[config.mk]
export PLATFORM = sky130hd
export DESIGN_NAME = gtfraw_vnc_event_pacer
export DESIGN_NICKNAME = d
export VERILOG_FILES = /design/src/rtl/gtfraw_vnc_event_pacer_pkg.sv /design/src/rtl/gtfraw_vnc_pacer_gap_timer.sv /design/src/rtl/gtfraw_vnc_event_pacer.sv
export SDC_FILE = /design/constraint.sdc
export NUM_CORES = 1
export LEC_CHECK = 0
export CORE_UTILIZATION = 45
export CTS_BUF_LIST = sky130_fd_sc_hd__clkbuf_8
export CTS_CLUSTER_SIZE = 8
export DETAILED_ROUTE_END_ITERATION = 7
export GPL_TIMING_DRIVEN = 0
export MAX_ROUTING_LAYER = met4
export PLACE_DENSITY = 0.65
export SLEW_MARGIN = 20
export SYNTH_ARGS = -nofsm -noshare
export SYNTH_HDL_FRONTEND = slang
export SYNTH_SLANG_ARGS = --single-unit
[constraint.sdc]
create_clock -name clk -period 5.7 [get_ports clk]
set_input_delay 1.14 -clock clk [delete_from_list [all_inputs] [get_ports clk]]
set_output_delay 1.14 -clock clk [all_outputs]
set_load 0.01 [all_outputs]
[src/rtl/gtfraw_vnc_event_pacer_pkg.sv]
// -----------------------------------------------------------------------------
// gtfraw_vnc_event_pacer_pkg
// Shared types and constants for the event pacer that feeds the clkin-side
// pulse synchronizer.
//   pacer_state_t  : IDLE / PULSE / GAP state encoding
//   STATS_W        : width of the optional statistics counters
//   gap_cnt_width  : width needed to hold GAP_CYCLES in the gap timer
// -----------------------------------------------------------------------------
package gtfraw_vnc_event_pacer_pkg;

   typedef enum logic [1:0] {
      IDLE  = 2'd0,
      PULSE = 2'd1,
      GAP   = 2'd2
   } pacer_state_t;

   localparam int STATS_W = 32;

   // Holds values 0..gap_cycles without wrapping; never narrower than 1 bit.
   function automatic int gap_cnt_width(input int gap_cycles);
      int w;
      w = $clog2(gap_cycles + 1);
      return (w < 1) ? 1 : w;
   endfunction

endpackage

[src/rtl/gtfraw_vnc_pacer_gap_timer.sv]
// -----------------------------------------------------------------------------
// gtfraw_vnc_pacer_gap_timer
// Load/decrement timer that measures the forced idle gap after each pulse.
// Ports:
//   clk   : source-domain clock
//   reset : asynchronous active-high reset
//   load  : loads GAP_CYCLES (asserted on the transition into GAP)
//   run   : decrement enable (asserted while in GAP)
//   done  : count has reached 1, i.e. this is the last gap cycle
// -----------------------------------------------------------------------------
module gtfraw_vnc_pacer_gap_timer
   import gtfraw_vnc_event_pacer_pkg::*;
#(
   parameter int GAP_CYCLES = 16
)(
   input  logic clk,
   input  logic reset,
   input  logic load,
   input  logic run,
   output logic done
);

   localparam int GW = gap_cnt_width(GAP_CYCLES);
   localparam logic [GW-1:0] LOAD_VAL = GW'(GAP_CYCLES);
   localparam logic [GW-1:0] ONE      = GW'(1);

   logic [GW-1:0] cnt_reg;
   logic [GW-1:0] cnt_next;

   // Stops at 1 so the counter can never wrap, even if run stays high.
   always_comb begin
      cnt_next = cnt_reg;
      if (load) begin
         cnt_next = LOAD_VAL;
      end else if (run && (cnt_reg > ONE)) begin
         cnt_next = cnt_reg - ONE;
      end
   end

   always_ff @(posedge clk or posedge reset) begin
      if (reset) begin
         cnt_reg <= '0;
      end else begin
         cnt_reg <= cnt_next;
      end
   end

   assign done = (cnt_reg == ONE);

endmodule

[src/rtl/gtfraw_vnc_event_pacer.sv]
// -----------------------------------------------------------------------------
// gtfraw_vnc_event_pacer
// Accumulates per-cycle event counts into a saturating pending counter and
// re-emits them as single-cycle pulses spaced at least GAP_CYCLES+1 apart, so
// the downstream req/ack pulse synchronizer never drops an edge.
// Ports:
//   clk            : source-domain clock (synchronizer clkin)
//   reset          : asynchronous active-high reset
//   event_inc      : number of events this cycle (0 = none)
//   clear_ovf      : strobe, clears overflow (and statistics when enabled)
//   pulse_out      : registered one-cycle pulse to synchronizer pulsein
//   pending        : registered count of events not yet emitted
//   busy           : state != IDLE or pending != 0
//   overflow       : sticky, set when an event was lost to saturation
//   total_events   : (GTFRAW_VNC_EVENT_PACER_STATS_EN) sum of all event_inc
//   dropped_events : (GTFRAW_VNC_EVENT_PACER_STATS_EN) events lost to saturation
// -----------------------------------------------------------------------------
module gtfraw_vnc_event_pacer
   import gtfraw_vnc_event_pacer_pkg::*;
#(
   parameter int CNT_W      = 8,
   parameter int INC_W      = 2,
   parameter int GAP_CYCLES = 16
)(
   input  logic             clk,
   input  logic             reset,
   input  logic [INC_W-1:0] event_inc,
   input  logic             clear_ovf,
   output logic             pulse_out,
   output logic [CNT_W-1:0] pending,
   output logic             busy,
   output logic             overflow
`ifdef GTFRAW_VNC_EVENT_PACER_STATS_EN
   ,
   output logic [STATS_W-1:0] total_events,
   output logic [STATS_W-1:0] dropped_events
`endif
);

   generate
      if (GAP_CYCLES < 1) begin : g_gap_check
         $error("gtfraw_vnc_event_pacer: GAP_CYCLES must be at least 1");
      end
   endgenerate

   localparam int SUM_W = CNT_W + 1;
   localparam logic [SUM_W-1:0] PEND_MAX = {1'b0, {CNT_W{1'b1}}};

   pacer_state_t     state_reg, state_next;
   logic [CNT_W-1:0] pending_reg, pending_next;
   logic             overflow_reg, overflow_next;
   logic             pulse_reg;
   logic             dec;
   logic             gap_load;
   logic             gap_done;
   logic [SUM_W-1:0] raw_sum;
   logic [SUM_W-1:0] net_sum;
   logic             sat;

   gtfraw_vnc_pacer_gap_timer #(
      .GAP_CYCLES (GAP_CYCLES)
   ) u_gap_timer (
      .clk   (clk),
      .reset (reset),
      .load  (gap_load),
      .run   (state_reg == GAP),
      .done  (gap_done)
   );

   // raw_sum excludes the decrement: the decision to fire at the end of a gap
   // looks at whether anything is available this cycle, and firing is what
   // creates the decrement.
   assign raw_sum = {1'b0, pending_reg} + SUM_W'(event_inc);

   always_comb begin
      state_next = state_reg;
      dec        = 1'b0;
      gap_load   = 1'b0;
      unique case (state_reg)
         IDLE: begin
            if (pending_reg != '0) begin
               state_next = PULSE;
               dec        = 1'b1;
            end
         end
         PULSE: begin
            state_next = GAP;
            gap_load   = 1'b1;
         end
         GAP: begin
            if (gap_done) begin
               if (raw_sum != '0) begin
                  state_next = PULSE;
                  dec        = 1'b1;
               end else begin
                  state_next = IDLE;
               end
            end
         end
         default: state_next = IDLE;
      endcase
   end

   // dec is only raised when raw_sum is nonzero, so net_sum cannot underflow.
   assign net_sum = raw_sum - SUM_W'(dec);
   assign sat     = (net_sum > PEND_MAX);

   always_comb begin
      pending_next  = sat ? PEND_MAX[CNT_W-1:0] : net_sum[CNT_W-1:0];
      overflow_next = overflow_reg;
      if (sat) begin
         overflow_next = 1'b1;      // a new loss beats a simultaneous clear
      end else if (clear_ovf) begin
         overflow_next = 1'b0;
      end
   end

   always_ff @(posedge clk or posedge reset) begin
      if (reset) begin
         state_reg    <= IDLE;
         pending_reg  <= '0;
         overflow_reg <= 1'b0;
         pulse_reg    <= 1'b0;
      end else begin
         state_reg    <= state_next;
         pending_reg  <= pending_next;
         overflow_reg <= overflow_next;
         pulse_reg    <= (state_next == PULSE);
      end
   end

   assign pulse_out = pulse_reg;
   assign pending   = pending_reg;
   assign overflow  = overflow_reg;
   assign busy      = (state_reg != IDLE) || (pending_reg != '0);

`ifdef GTFRAW_VNC_EVENT_PACER_STATS_EN
   logic [STATS_W-1:0] total_reg, total_next;
   logic [STATS_W-1:0] dropped_reg, dropped_next;
   logic [STATS_W-1:0] drop_now;

   assign drop_now = sat ? STATS_W'(net_sum - PEND_MAX) : '0;

   // A clear restarts both counters from this cycle's activity, so events
   // arriving alongside the clear are still accounted for.
   always_comb begin
      if (clear_ovf) begin
         total_next   = STATS_W'(event_inc);
         dropped_next = drop_now;
      end else begin
         total_next   = total_reg + STATS_W'(event_inc);
         dropped_next = dropped_reg + drop_now;
      end
   end

   always_ff @(posedge clk or posedge reset) begin
      if (reset) begin
         total_reg   <= '0;
         dropped_reg <= '0;
      end else begin
         total_reg   <= total_next;
         dropped_reg <= dropped_next;
      end
   end

   assign total_events   = total_reg;
   assign dropped_events = dropped_reg;
`endif

endmodule

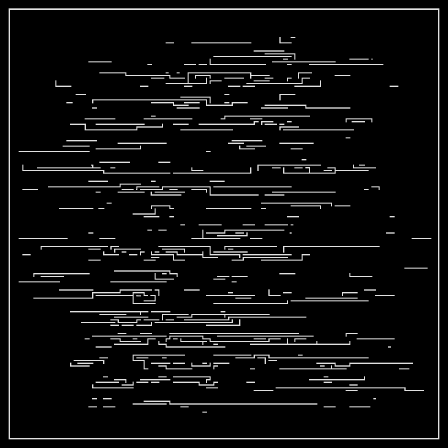
*The metal 1 layer, run 1*
wire length on this layer: 1130 um
longest straight run: 18.4 um
share of all routed wire: 48%
nets with wire on the layer: 143
routed vias: 989
M1 GR Usage: 26.8%

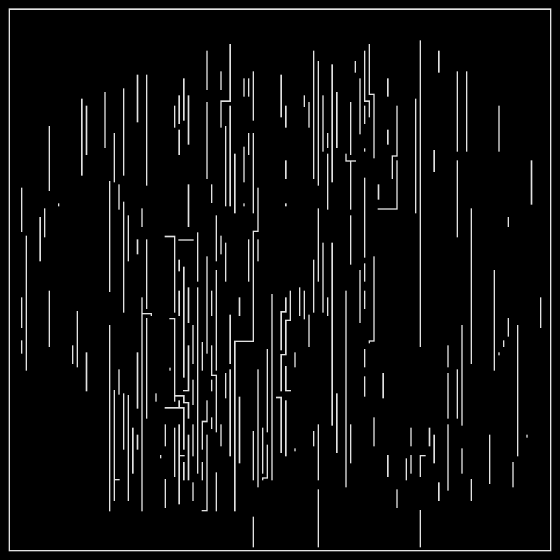
*Met2 routing, run 1*
nets with wire on the layer: 134
share of all routed wire: 46%
DRT Wirelength: 2340 um
routing usage on met2: 28.1%

==> flow_summary.ini, run 1 <==
; yosys + openroad results
[pwr]
p_int_w = 0.000457
leakage_nw = 0.633
p_clk_share_pct = 10.8
p_per_area_nw_per_um2 = 558
p_switching_w = 0.000341

[logic_synthesis]
ys_area_sq_um = 1200
yosys.stat.seqShare_pct = 35.5
synth_cells = 130
synthesis.area_sq_um = 1200
yosys-stat-cells = 130
ys_async_sr_fraction_pct = 100
ys_types = 42

[clock_tree]
worstSkewPairLatency_ps = 250
cts_setup_buffers = 0
clock_path_buffers = 2
cts.clk_slew.worst_paths_ps = 60
clock-sinks = 17
htreeDepth = 1
post_cts_resized = 0
holdBufCountCts = 0

[route]
ant_nets = 0
firstDrtPassIters = 4
vias_per_cell = 5.53
first_iter_violations = 22

[grt]
grt_util_all_layers_pct = 19.9
grt_antenna_before_repair = 0
grt-ovfl-total = 0
grt_max_degree = 18

[setup_path]
required_ps = 5810
critical_path_class = primary input to register
worstSetupStartpointType = primary input
crit_fanout = 7

[cells_and_area]
largest_reg_flops = 8
mostFrequentLayoutCell = dfrtp_1
drive_above_1_share_pct = 10.7
areaGrowthSynthToFinish_pct = 19.4
antenna_cells = 0

[floorplan]
die_y_um = 53.6
io_pins = 16
placementRows = 18
fp-utilization_pct = 47.9
die_x_um = 53.6
dieArea_sq_um = 2870

[sta]
drv_slew = 0
whs_ps = 525
skew_ps = 1.00
fmax_ghz = 0.222
rsz0062_at_grt = no

[place]
numPortBuffers = 15
gp_congestion = 0.813

[outcome]
status = finished, final reports clean
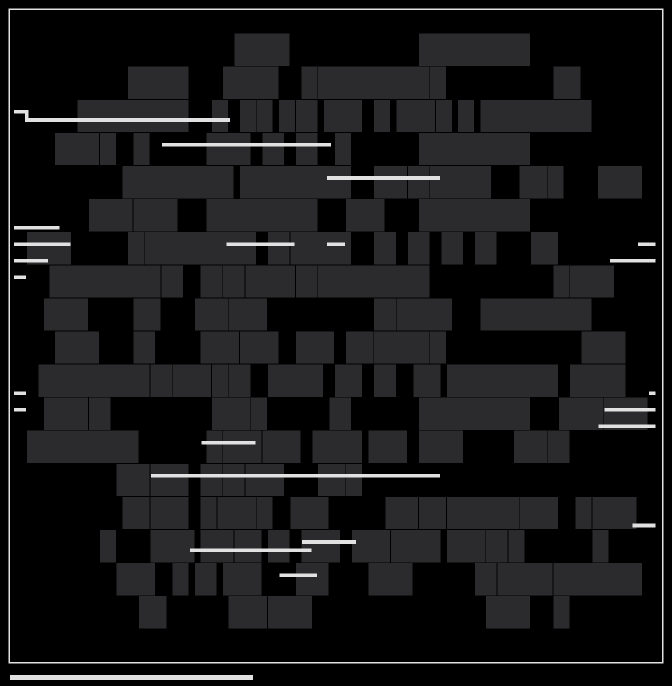
*Metal 3, run 1*
Bar = 20 um. Cells faint in the background.
main direction: horizontal
wire length on this layer: 118 um
share of all routed wire: 5.1%
nets with wire on the layer: 19
longest straight run: 23.5 um
grt met3 use: 6.21%

run 1: critical path: stages:
cell and delay (ps):
clkdlybuf4s50_1 460, ha_1 210, inv_1 70, fa_1 440, nand3b_1 300, mux2i_1 180, a2bb2oi_1 300, o21ai_0 180
o21ai_0 190, ha_1 200, ha_1 230, nand4_2 130, o21bai_1 430, nand3_1 140
run 1: logic make-up (layout without fill, tap and decap cells):
family	count (synthesis)	after routing	share of synthesized area [%]
and+or+nand+nor	57	57	26.1
AOI/OAI and AO/OA	17	17	10.1
DFF	17	17	35.5
buffers and inverters	14	33	6.48
xor gates and xnor gates	13	13	9.51
adders and majority gates	7	7	7.94
muxes	5	5	4.28
run 1: per-stage QoR:
| stage | worst slack [ps] | utilization, % | total power, W | cell area [sq um] | cells |
|---|---|---|---|---|---|
| floorplan | 1880 | - | 0.000565 | 1200 | 130 |
| global placement | 953 | 55.4 | 0.000702 | 1390 | 175 |
| detailed placement | 948 | 55.4 | 0.000716 | 1390 | 175 |
| CTS | 1190 | 57.2 | 0.000807 | 1430 | 179 |
| global route | 827 | 57.2 | 0.000872 | 1430 | 179 |
| finish | 1200 | 57.2 | 0.000798 | 1430 | 179 |
run 1: worst paths after layout:
path                         startpoint                endpoint  slack, ps  depth (start not counted)
min in group asynchronous         reset  u_gap_timer.cnt_reg[0]       1260                          2
setup / recovery           event_inc[0]              pending[0]       1200                         14
setup reg to reg             pending[0]              pending[0]       2180                         13
hold reg to reg                overflow                overflow        530                          2
max in group asynchronous         reset              pending[2]       4030                          2
hold / removal                 overflow                overflow        530                          2
run 1: per-layer routing:
layer / global-route usage, % / up-vias / share of wire [%]
met5: - / - / 0
met4: 7.02 / 0 / 0.77
met3: 6.21 / 5 / 5.0
met2: 28.1 / 26 / 46
met1: 26.8 / 464 / 48
li1: - / 494 / -
run 1: synth_stat cells, types with 2 or more instances:
cell	number
buf_6	2
mux2i_1	4
nor2b_1	2
nor3_1	4
buf_4	2
nand2_1	11
o21ai_0	6
xor2_1	8
ha_1	6
nor4b_1	2
inv_1	8
nand3_1	13
dfrtp_1	17
buf_2	2
a21oi_1	2
xnor2_1	5
nand2b_1	4
nor2_1	8
run 1: final cells by class:
type / instances / area [sq um] / area share, %
Multi-Input combinational cell: 99 / 694 / 48.6
Sequential cell: 17 / 425 / 29.7
Timing Repair Buffer: 15 / 150 / 10.5
Buffer: 6 / 47.5 / 3.32
Clock buffer: 3 / 41.3 / 2.89
Tap cell: 30 / 37.5 / 2.62
Inverter: 8 / 30.0 / 2.10
Clock inverter: 1 / 3.75 / 0.262
run 1: power by group through the flow:
stage,clock network [W],registers (W),logic [W]
2_1_floorplan,0,0.000236,0.000329
3_3_place_gp,0,0.000227,0.000475
3_5_place_dp,0,0.000231,0.000485
4_1_cts,0.0000894,0.000229,0.000488
5_1_grt,0.0000948,0.000236,0.000541
6_report,0.0000859,0.000227,0.000485
### Sequential cells grouped by signal name, run 1

Bar = 20 um.
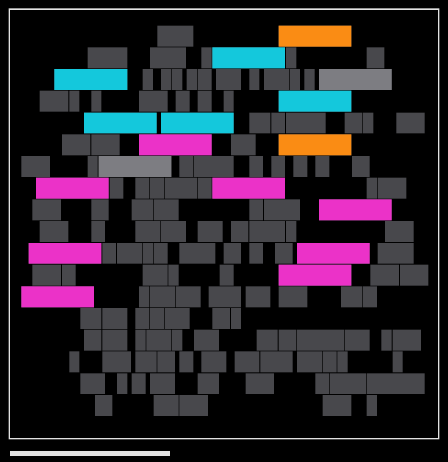

==> inputs of run 2 (changes only) <==
--- a/config.mk
+++ b/config.mk
@@ -11,7 +11,7 @@
 export DETAILED_ROUTE_END_ITERATION = 7
 export GPL_TIMING_DRIVEN = 0
 export MAX_ROUTING_LAYER = met4
-export PLACE_DENSITY = 0.65
+export PLACE_DENSITY = 0.68
 export SLEW_MARGIN = 20
 export SYNTH_ARGS = -nofsm -noshare
 export SYNTH_HDL_FRONTEND = slang
==> constraint.sdc (replaced) <==
create_clock -name clk -period 4.06 [get_ports clk]
set_input_delay 0.812 -clock clk [delete_from_list [all_inputs] [get_ports clk]]
set_output_delay 0.812 -clock clk [all_outputs]
set_load 0.01 [all_outputs]
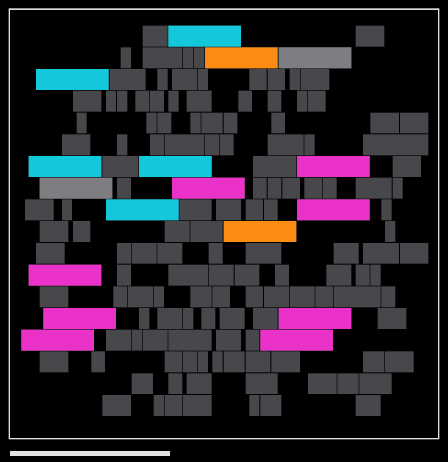
*Sequential cells grouped by signal name, run 2*
Bar = 20 um.
[pending] magenta | flops: 8
[u_gap_timer.cnt_reg] cyan | flops: 5
[state_reg] orange | flops: 2
not coloured: 2

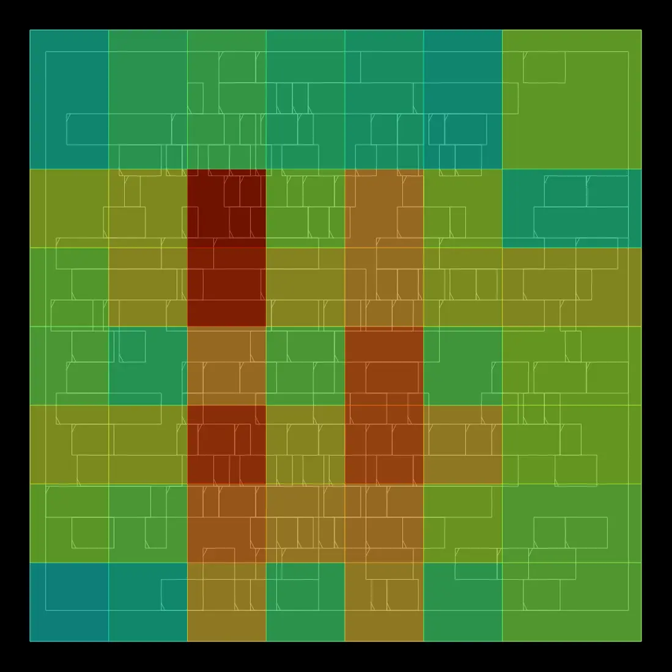
*Track usage over the die, run 2*
Post-Route Utilization: 58.1%
drt wl/cell: 14.0 um

==> flow_summary.ini, run 2 <==
; yosys + openroad results
[outcome]
status = finished, final reports clean

[clock_tree]
clock_path_buffers = 2
ctsRootBufferMaster = clkbuf_8
holdBufCountCts = 0
htreeDepth = 1
worstSkewPairLatency_ps = 250
clock-sinks = 17
cts_made_buffers = 3
cts.clk_slew.worst_paths_ps = 70

[setup_path]
worstSetupStartpointType = primary input
path_cells = clkdlybuf4s50_1 -> ha_1 -> inv_1 -> fa_2 -> nand3b_1 -> mux2i_1 -> a2bb2oi_2 -> o21ai_1 -> o21ai_1 -> ha_1 -> ha_2 -> nand4_2 -> or3b_1 -> buf_6 -> nand3_1
critical_path_class = primary input to register
required_ps = 4250
crit_slowest_cell = clkdlybuf4s50_1
cpPeakStageDelay_ps = 460
worstPathArrival_ps = 4050
crit_fanout = 7

[floorplan]
die_x_um = 53.6
dieArea_sq_um = 2870
core-area_sq_um = 2500
placementRows = 18
fp-utilization_pct = 47.9
die_y_um = 53.6
io_pins = 16

[route]
ant_nets = 0
routed_wl_um = 2520
via_count = 992
first_iter_violations = 22
firstDrtPassIters = 4
vias_per_cell = 5.51

[cells_and_area]
regArea_sq_um = 425
areaGrowthSynthToFinish_pct = 21.3
drive_above_1_share_pct = 14.0
largest_reg_flops = 8
mostFrequentLayoutCell = dfrtp_1
logic_area_sq_um = 709
lay_top_cells = dfrtp_1 (17), clkdlybuf4s50_1 (15), nand3_1 (13)
antenna_cells = 0

[logic_synthesis]
ys_warn_count = 0
synthesis.area_sq_um = 1200
yosys.stat.seqShare_pct = 35.5
synth_cells = 130
ys_area_sq_um = 1200
ys_async_sr_fraction_pct = 100
yosys-stat-cells = 130
top_cells_by_count = dfrtp_1 (17), nand3_1 (13), nand2_1 (11)
synth_flops = 17
most_common_cell = dfrtp_1
ys_types = 42

[place]
numPortBuffers = 15
gp_congestion = 0.847

[sta]
worst_slew_margin_rel_pct = 50.3
skew_ps = 2.38
drv_slew = 0
fmax_ghz = 0.259
rsz0062_at_grt = no
fin_crit_ps = 3860

[pwr]
p_per_area_nw_per_um2 = 792
leakage_nw = 0.636
total_power_w = 0.00115

[grt]
first_global_vias = 968
grt_util_all_layers_pct = 21.6
grt_antenna_before_repair = 0
grt_max_degree = 18
grt-ovfl-total = 0
[run 2: through the flow]
| step | setup TNS [ps] | hold WS, ps | instances | worst slack [ps] | cell area (sq um) |
|---|---|---|---|---|---|
| global placement | -2710 | 494 | 175 | -384 | 1390 |
| detailed placement | -2980 | 504 | 175 | -412 | 1390 |
| global route | 0 | 561 | 180 | 4.49 | 1450 |
| finish | 0 | 530 | 180 | 203 | 1450 |
| CTS | 0 | 534 | 179 | 73.9 | 1440 |
| floorplan | 0 | 498 | 130 | 565 | 1200 |
[run 2: worst paths after layout]
| kind | cells past startpoint | slack, ps | start | end |
|---|---|---|---|---|
| max | 15 | 200 | event_inc[0] | pending[5] |
| min | 2 | 530 | overflow | overflow |
| max reg2reg | 14 | 850 | pending[0] | pending[5] |
| min reg2reg | 2 | 530 | overflow | overflow |
| max in group asynchronous | 2 | 2710 | reset | pending[2] |
| min in group asynchronous | 2 | 940 | reset | overflow |
[run 2: worst max-delay path: cells and delay by family]
family / cells / cell delay (ps)
AND-OR/OR-AND: 3 / 500
adder cells (fa/ha/maj): 4 / 990
buffers and inverters: 3 / 670
multiplexers: 1 / 180
AND/OR/NAND/NOR: 4 / 870
[run 2: power breakdown]
group	switching (W)	internal, W
combinational	0.000370	0.000336
sequential	0.0000666	0.000251
clock	0.0000600	0.0000672
[run 2: layout make-up]
class / instances / share of cell area, %
multi-input cells: 99 / 48.8
flip-flops and latches: 17 / 29.3
repair buffers: 16 / 10.9
plain buffers: 6 / 3.27
clock buffers: 3 / 2.84
well taps: 30 / 2.58
inverters: 8 / 2.07
clock inverters: 1 / 0.258
[run 2: kinds of logic (layout without fill, tap and decap cells)]
kind of cell,count (synthesis),count (layout),synth area share [%]
AOI/OAI and AO/OA,17,17,10.1
buffers and inverters,14,34,6.48
DFF,17,17,35.5
and+or+nand+nor,57,57,26.1
xor gates and xnor gates,13,13,9.51
adders and majority gates,7,7,7.94
muxes,5,5,4.28
[run 2: routing by layer]
metal / routed length [um] / track usage (%) / up-vias / part of all wire, %
met1: 1200 / 28.0 / 467 / 48
li1: - / - / 499 / -
met2: 1230 / 35.2 / 22 / 49
met5: 0 / - / - / 0
met4: 22 / 6.58 / 0 / 0.87
met3: 70 / 2.54 / 4 / 2.8
[run 2: timing repair]
item / CTS / global route
endpoints found under the hold margin: 0 / 0
gates resized: 3 / 3
endpoints found under the setup margin: 7 / 8
buffers inserted: 0 / 1
==> inputs of run 3 (changes only) <==
--- a/config.mk
+++ b/config.mk
@@ -5,6 +5,7 @@
 export SDC_FILE = /design/constraint.sdc
 export NUM_CORES = 1
 export LEC_CHECK = 0
+export ABC_CLOCK_PERIOD_IN_PS = 4059
 export CORE_UTILIZATION = 45
 export CTS_BUF_LIST = sky130_fd_sc_hd__clkbuf_8
 export CTS_CLUSTER_SIZE = 8
@@ -12,7 +13,6 @@
 export GPL_TIMING_DRIVEN = 0
 export MAX_ROUTING_LAYER = met4
 export PLACE_DENSITY = 0.68
-export SLEW_MARGIN = 20
 export SYNTH_ARGS = -nofsm -noshare
 export SYNTH_HDL_FRONTEND = slang
 export SYNTH_SLANG_ARGS = --single-unit
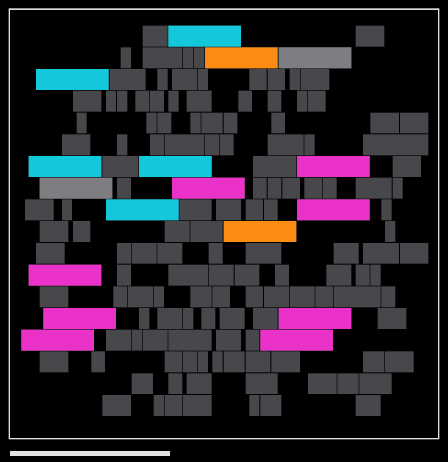
*Sequential cells grouped by signal name, run 3*
Bar = 20 um.
[state_reg] orange | flops: 2
[pending] magenta | flops: 8
[u_gap_timer.cnt_reg] cyan | flops: 5

==> flow_summary.ini, run 3 <==
; yosys + openroad results
[grt]
grt_util_all_layers_pct = 21.6
grt-ovfl-total = 0
grt_max_degree = 18
grt_antenna_before_repair = 0
first_global_vias = 968

[clock_tree]
htreeDepth = 1
ctsRootBufferMaster = clkbuf_8
cts_made_buffers = 3
holdBufCountCts = 0
clock-sinks = 17
cts.clk_slew.worst_paths_ps = 70
clock_path_buffers = 2
worstSkewPairLatency_ps = 250

[sta]
fin_crit_ps = 3860
fmax_ghz = 0.259
rsz0062_at_grt = no
skew_ps = 2.38
worst_slew_margin_rel_pct = 50.3
setup_tns_ps = 0
drv_slew = 0

[floorplan]
fp-utilization_pct = 47.9
io_pins = 16
dieArea_sq_um = 2870
core-area_sq_um = 2500
placementRows = 18
die_x_um = 53.6
die_y_um = 53.6

[route]
post_drt_wl_per_cell_um = 14.0
ant_nets = 0
vias_per_cell = 5.51
first_iter_violations = 22
firstDrtPassIters = 4
via_count = 992

[setup_path]
r2r_cells = 14
reg2reg_to = pending[5]
worstSetupStartpointType = primary input
ff2ff_setup_slack_ps = 850
cp-startpoint = event_inc[0]
endpoint = pending[5]
required_ps = 4250
crit_fanout = 7
reg2reg_from = pending[0]
worstPathArrival_ps = 4050

[logic_synthesis]
logic_family = simple AND/OR/NAND/NOR gates
ys_async_sr_fraction_pct = 100
ys_warn_count = 0
ys_sh_adder_pct = 7.94
ys_sh_simple_pct = 26.1
ys_area_sq_um = 1200
ys_sh_xor_pct = 9.51
ys_types = 42
top_cells_by_count = dfrtp_1 (17), nand3_1 (13), nand2_1 (11)
synth_flops = 17
most_common_cell = dfrtp_1
synthesis.area_sq_um = 1200

[cells_and_area]
drive_above_1_share_pct = 14.0
lay_top_cells = dfrtp_1 (17), clkdlybuf4s50_1 (15), nand3_1 (13)
regArea_sq_um = 425
antenna_cells = 0
areaGrowthSynthToFinish_pct = 21.3
final_util_pct = 58.1

[pwr]
p_per_area_nw_per_um2 = 792
leakage_nw = 0.636
total_power_w = 0.00115

[outcome]
status = finished, final reports clean

[place]
numPortBuffers = 15
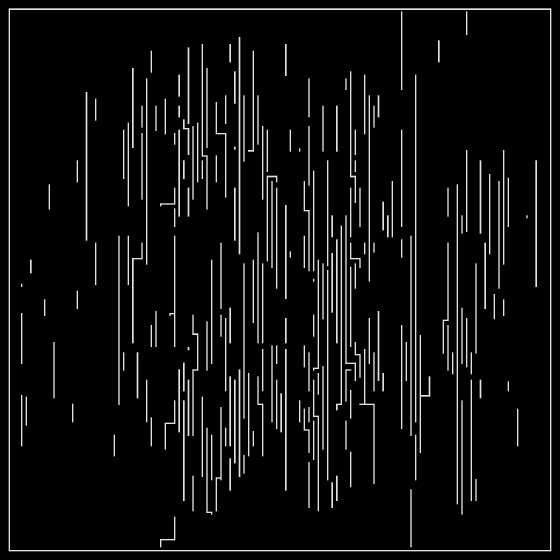
*Met2 routing, run 3*
share of all routed wire: 49%
longest straight run: 34.3 um
main direction: vertical
wire length on this layer: 1230 um
nets with wire on the layer: 141
routing usage on met2: 35.2%
DRT Wirelength: 2520 um

run 3: cell counts in the layout (fill, tap and decap cells not counted):
No cell type changed its count.
run 3: how the worst min path moves through the flow:
stage	start	to	slack, ps	cells past startpoint
CTS	overflow	overflow	530	2
detailed placement	overflow	overflow	500	2
floorplan	u_gap_timer.cnt_reg[0]	u_gap_timer.cnt_reg[0]	500	1
global placement	overflow	overflow	490	2
finish	overflow	overflow	530	2
global route	overflow	overflow	560	2
run 3: layout make-up:
type	instances	area share (%)
multi-input cells	99	48.8
flip-flops and latches	17	29.3
repair buffers	16	10.9
plain buffers	6	3.27
clock buffers	3	2.84
well taps	30	2.58
inverters	8	2.07
clock inverters	1	0.258
run 3: repair_timing:
item | CTS | global route
endpoints found under the setup margin | 7 | 8
gates resized | 3 | 3
buffers inserted | 0 | 1
run 3: logic make-up (layout without fill, tap and decap cells):
group,Yosys count,count (layout)
and+or+nand+nor,57,57
AOI/OAI and AO/OA,17,17
DFF,17,17
buffers and inverters,14,34
xor gates and xnor gates,13,13
adders and majority gates,7,7
muxes,5,5
run 3: critical path, cell delays in order:
cell and delay, ps:
clkdlybuf4s50_1 460, ha_1 210, inv_1 70, fa_2 390
nand3b_1 250, mux2i_1 180, a2bb2oi_2 220, o21ai_1 130
o21ai_1 150, ha_1 180, ha_2 210, nand4_2 140
or3b_1 400, buf_6 140, nand3_1 80
run 3: layer usage:
layer / global-route usage, % / wire (um) / up-vias
li1: - / - / 499
met1: 28.0 / 1200 / 467
met2: 35.2 / 1230 / 22
met3: 2.54 / 70 / 4
met4: 6.58 / 22 / 0
met5: - / 0 / -
run 3: per-stage QoR:
step	instance area, sq um	setup slack, ps	std cells
after floorplan	1200	565	130
after global placement	1390	-384	175
after detailed placement	1390	-412	175
after CTS	1440	73.9	179
after global routing	1450	4.49	180
final	1450	203	180
run 3: where the power goes:
group	internal [W]	leakage, nW	switching [W]
Combinational	0.000336	0.403	0.000370
Sequential	0.000251	0.207	0.0000666
Clock	0.0000672	0.0269	0.0000600
Total	0.000654	0.636	0.000497
No activity file was given, so power comes from the tool's default toggle rates.
